==> src/rtl/alu_share_ctrl.sv <==
// Shares one 4-bit ALU among NREQ requesters with round-robin arbitration,
// one operation in flight, and a result held until its requester accepts it.

// 4-bit ALU datapath: add, add-plus-one, and, or (results modulo 16)
module alu (
    input  logic [3:0] a_i,
    input  logic [3:0] b_i,
    input  logic [1:0] op_i,
    output logic [3:0] y_o
);

    // Pure combinational operation select
    always_comb begin
        y_o = '0;
        case (op_i)
            2'b00:   y_o = a_i + b_i;
            2'b01:   y_o = a_i + b_i + 4'd1;
            2'b10:   y_o = a_i & b_i;
            default: y_o = a_i | b_i;
        endcase
    end

endmodule

module alu_share_ctrl #(
    parameter int unsigned NREQ  = 4,
    parameter int unsigned IDW   = 2,
    parameter int unsigned CNT_W = 16
) (
    input  logic                clk,
    input  logic                rst_n,
    input  logic [NREQ-1:0]     req_valid,
    input  logic [4*NREQ-1:0]   req_a,
    input  logic [4*NREQ-1:0]   req_b,
    input  logic [2*NREQ-1:0]   req_op,
    output logic [NREQ-1:0]     req_ready,
    output logic [NREQ-1:0]     rsp_valid,
    output logic [3:0]          rsp_data,
    input  logic [NREQ-1:0]     rsp_ready,
    output logic                busy,
    output logic [CNT_W-1:0]    op_count
);

    typedef enum logic [1:0] {
        S_IDLE = 2'd0,
        S_EXEC = 2'd1,
        S_RESP = 2'd2
    } state_t;

    state_t             state_q, state_d;
    logic [IDW-1:0]     last_id_q, last_id_d;
    logic [IDW-1:0]     id_q, id_d;
    logic [3:0]         a_q, a_d;
    logic [3:0]         b_q, b_d;
    logic [1:0]         op_q, op_d;
    logic [3:0]         rsp_data_q, rsp_data_d;
    logic [CNT_W-1:0]   op_count_q, op_count_d;

    logic [3:0]         a_arr [NREQ];
    logic [3:0]         b_arr [NREQ];
    logic [1:0]         op_arr [NREQ];
    logic               found_c;
    logic [IDW-1:0]     win_c;
    logic [IDW-1:0]     idx_c;
    logic [3:0]         alu_y_c;

    // Unpack the per-requester operand buses
    for (genvar i = 0; i < NREQ; i++) begin : g_unpack
        assign a_arr[i]  = req_a[4*i +: 4];
        assign b_arr[i]  = req_b[4*i +: 4];
        assign op_arr[i] = req_op[2*i +: 2];
    end

    // Round-robin search starting just after the last completed requester
    always_comb begin
        found_c = 1'b0;
        win_c   = '0;
        idx_c   = '0;
        for (int unsigned k = 1; k <= NREQ; k++) begin
            idx_c = IDW'((32'(last_id_q) + k) % NREQ);
            if (!found_c && req_valid[idx_c]) begin
                found_c = 1'b1;
                win_c   = idx_c;
            end
        end
    end

    alu u_alu (
        .a_i  (a_q),
        .b_i  (b_q),
        .op_i (op_q),
        .y_o  (alu_y_c)
    );

    // Next-state and datapath update
    always_comb begin
        state_d    = state_q;
        last_id_d  = last_id_q;
        id_d       = id_q;
        a_d        = a_q;
        b_d        = b_q;
        op_d       = op_q;
        rsp_data_d = rsp_data_q;
        op_count_d = op_count_q;
        case (state_q)
            S_IDLE: begin
                if (found_c) begin
                    id_d    = win_c;
                    a_d     = a_arr[win_c];
                    b_d     = b_arr[win_c];
                    op_d    = op_arr[win_c];
                    state_d = S_EXEC;
                end
            end
            S_EXEC: begin
                rsp_data_d = alu_y_c;
                state_d    = S_RESP;
            end
            S_RESP: begin
                if (rsp_ready[id_q]) begin
                    last_id_d = id_q;
                    if (op_count_q != {CNT_W{1'b1}}) begin
                        op_count_d = op_count_q + CNT_W'(1);
                    end
                    state_d = S_IDLE;
                end
            end
            default: state_d = S_IDLE;
        endcase
    end

    // State and datapath registers; reset discards any in-flight operation
    always_ff @(posedge clk or negedge rst_n) begin
        if (!rst_n) begin
            state_q    <= S_IDLE;
            last_id_q  <= IDW'(NREQ - 1);
            id_q       <= '0;
            a_q        <= '0;
            b_q        <= '0;
            op_q       <= '0;
            rsp_data_q <= '0;
            op_count_q <= '0;
        end else begin
            state_q    <= state_d;
            last_id_q  <= last_id_d;
            id_q       <= id_d;
            a_q        <= a_d;
            b_q        <= b_d;
            op_q       <= op_d;
            rsp_data_q <= rsp_data_d;
            op_count_q <= op_count_d;
        end
    end

    // Handshake outputs decoded from state; req_ready is a same-cycle grant
    always_comb begin
        req_ready = '0;
        rsp_valid = '0;
        if (state_q == S_IDLE && found_c) begin
            req_ready = NREQ'(1) << win_c;
        end
        if (state_q == S_RESP) begin
            rsp_valid = NREQ'(1) << id_q;
        end
    end

    assign busy     = (state_q != S_IDLE);
    assign rsp_data = rsp_data_q;
    assign op_count = op_count_q;

endmodule

==> config.mk <==
export PLATFORM = sky130hd
export DESIGN_NAME = alu_share_ctrl
export DESIGN_NICKNAME = d
export VERILOG_FILES = /design/src/rtl/alu_share_ctrl.sv
export SDC_FILE = /design/constraint.sdc
export NUM_CORES = 1
export LEC_CHECK = 0
export ABC_AREA = 1
export CAP_MARGIN = 20
export CORE_ASPECT_RATIO = 1.25
export CORE_MARGIN = 1
export CORE_UTILIZATION = 40
export CTS_CLUSTER_SIZE = 24
export DETAILED_ROUTE_END_ITERATION = 12
export MAX_ROUTING_LAYER = met4
export PLACE_DENSITY_LB_ADDON = 0.1
export RECOVER_POWER = 100
export REMOVE_ABC_BUFFERS = 1
export SYNTH_ARGS = -nofsm -noshare
export SYNTH_HDL_FRONTEND = slang
export SYNTH_SLANG_ARGS = --single-unit
==> constraint.sdc <==
create_clock -name clk -period 5 [get_ports clk]
set_input_delay 0.75 -clock clk [delete_from_list [all_inputs] [get_ports clk]]
set_output_delay 0.75 -clock clk [all_outputs]
set_load 0.1 [all_outputs]
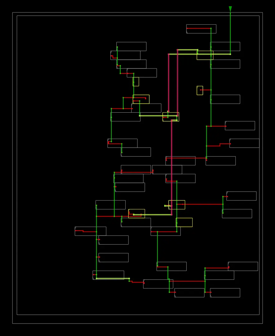
Figure 1: clock nets.
Layout Skew: 0.00798 ns
Flops: 36

==> ci_impl_report.md <==
## Synthesis and layout report

| Metric | Value |
|---|---|
| Area share of fa/ha/maj cells after synthesis | `5.11%` |
| Failing checks | `max-capacitance violations, max-slew violations` |
| DRC Markers | `0` |
| Comb area leader | `simple AND/OR/NAND/NOR gates` |
| Final hold vios | `0` |
| Slowest cell on crit path | `nand3_1` |
| Yosys Chip Area | `2840 um2` |
| Biggest area cells | `dfrtp_1 30%, nand2_1 18%, inv_1 10%` |
| CTS tree | `done` |
| Crit Path Class | `in2out` |
| Post-CTS Resized | `0` |
| Post-place setup slack | `1.03 ns` |
| Post-synth EDFFs | `0` |
| Dpl cells | `582` |
| Distinct lib cells | `34` |
| DIE WIDTH | `77.4 um` |
| Setup-failing EPs final | `0` |
| I/O Pins | `79` |
| Drt first pass iters | `4` |
| XOR-XNOR Cells, Area Fraction | `4.93%` |
| Slowest stage delay, CP | `0.71 ns` |
| Via density | `4.73` |
| Initial antenna violation count | `0` |
| GRT met1 Usage | `21.7%` |
| MaxCap Viol Count | `1` |
| Tap Cells | `90` |
| Slew headroom | `-24.0%` |
| Fill cell count | `696` |
| Post-synth regs | `36` |
| Syn Area/Cell | `6.65 um2` |
| Mapped Area | `2840 um2` |
| Met2 Usage GRT | `34.1%` |
| Family with the most delay on the worst path | `simple AND/OR/NAND/NOR gates` |
| Area fraction in mux cells | `0%` |
| Status | `complete, but fails checks` |
| Cells after Synth | `427` |
| Clock Tree Root | `clkbuf_8` |
| Worst Path Arrival | `3.61 ns` |
| Clock transition at path regs | `0.07 ns` |
| Sequential share of cell area | `24.4%` |
| Die area | `7440 um2` |
| Logic share of the area | `40.6%` |
| CTS Buf Count | `5` |
| Dominant cell by count in the synthesized netlist | `nand2_1` |
| Detailed Route WL | `6.28 mm` |
| Capturing element type of the critical path | `primary output` |
| Antenna diode count | `0` |
| H-tree depth | `2` |
| Comb area | `1500 um2` |
| Max-slew violation count | `37` |
| Placeable Area | `6930 um2` |
| Seq share, synth | `31.8%` |
| Worst path bufs/invs | `2` |
| GRT Util Overall | `18.8%` |
| Largest net degree at the start of global routing | `37` |
| Post-synth top area cell | `dfrtp_1` |
| Most common cell after layout, fill and taps aside | `nand2_1` |
| HPWL Detailed | `4.94 mm` |
| CP Cell Sequence | `dlygate4sd3_1 -> nand2_1 -> nand2_1 -> nand2_1 -> nand2_1 -> nand2_1 -> nand3_2 -> nand3_1 -> nand2_1 -> nor2_1 -> clkbuf_2` |
| Non-Filler Instances | `590` |
| Setup tns final | `0 ns` |
| Inverter count | `82` |
| Row count | `34` |
| Vias | `2791` |
| CP Data Required Time | `4.25 ns` |
| Slew @ Worst Pin | `1.86 ns` |
| Top cell category | `logic gates` |
| Layout cells sized above 1 | `6.00%` |
| Final-stage net count | `560` |
| M1 WL | `2.80 mm` |
| Drt initial violations | `78` |
| Signal buffers | `80` |
| Clock Sinks | `36` |
| Hold Buf Count CTS | `0` |
| Buffers on Ports | `78` |
| Most used cell, CP | `nand2_1` |
| HP Class | `reg2reg` |
| Drt wl/cell | `10.6 um` |
| Fp_density | `41.0%` |
| Post-synth top cells | `137 x nand2_1, 76 x inv_1, 36 x nand3_1, 34 x dfrtp_1, 24 x nor2_1` |
| GR peak layer | `met2` |
| Top-area cell share | `30.0%` |
| Fin util | `53.4%` |
| Post-CTS Setup Inserts | `0` |
| GRT met3 Usage | `2.84%` |
| Clock network area share | `2.50%` |
| Top FF cell, synth | `dfrtp_1` |
| CP Launch Type | `input pin` |
| Yosys warns | `0` |
| Tmin final | `4.36 ns` |
| RSZ-0062 raised after global routing | `no` |
| Clock Tree Buf Depth | `2` |
| RePlAce Congestion | `0.861` |
| Highest Signal Layer | `met4` |
| Hold WS | `0.472 ns` |
| Top cells excl fill/tap | `138 x nand2_1, 77 x inv_1, 46 x clkdlybuf4s50_1, 37 x nand3_1, 34 x dfrtp_1` |
| Max reg flops | `16` |
| Number of cells in Yosys stat | `427` |
| Final Cycle Share | `87.2%` |
| Post-route setup slack | `0.640 ns` |
| Die H | `96.2 um` |
| Final-layout clock buffer total | `6` |
| Routed wl met3 | `286 um` |
| Fmax | `229 MHz` |
| Global route overflow | `0` |
| Antenna-violating nets left | `0` |
| Met2 wire len | `3.13 mm` |
| Register area | `903 um2` |
| AO/OA Area Share | `4.58%` |
| Vias in the first global route | `2669` |
| Async set or reset register ratio after synthesis | `100%` |
| Critical-path maximum fanout | `23` |
| Simple share | `38.9%` |
| Comb gates | `294` |
| Post-route design area | `3700 um2` |
| Syn-to-layout area delta | `30.3%` |
| Buffer share of cell area | `21.0%` |
| Placed Instance Area | `3630 um2` |
| Worst skew pair latency | `0.29 ns` |
| Number of warnings in the stage logs | `29` |
| First-pass GRT wire length | `11.2 mm` |
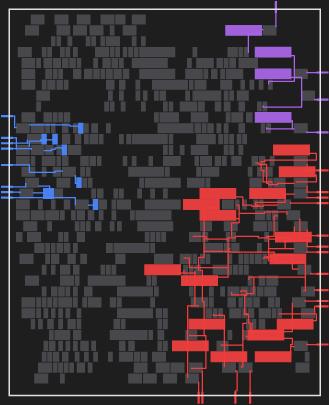
Figure 2: nets reached from selected ports.
Scale: 4 px per um.
blue -> req_op  # bits 8, direction input, edge west, end cells 8, buffers 8, wire 96.3 um
purple -> rsp_data  # bits 4, direction output, edge 3 east, 1 north, end cells 4, buffers 4, wire 63.2 um
red -> op_count  # bits 16, direction output, edge 12 east, 4 south, end cells 16, buffers 16, wire 516 um

-- worst paths after layout --
| path | end | slack (ns) | start | cells after the start |
|---|---|---|---|---|
| setup / recovery | req_ready[0] | 0.64 | req_valid[0] | 11 |
| hold / removal | rsp_data[3]$_DFFE_PN0N_ | 0.47 | rsp_data[3]$_DFFE_PN0N_ | 2 |
| setup reg to reg | a_q[0]$_DFFE_PN0P_ | 2.24 | last_id_q[0]$_DFFE_PN1P_ | 14 |
| hold reg to reg | rsp_data[3]$_DFFE_PN0N_ | 0.47 | rsp_data[3]$_DFFE_PN0N_ | 2 |
| max in group asynchronous | a_q[1]$_DFFE_PN0P_ | 2.42 | rst_n | 2 |
| min in group asynchronous | op_count[13]$_DFFE_PN0P_ | 1.49 | rst_n | 2 |
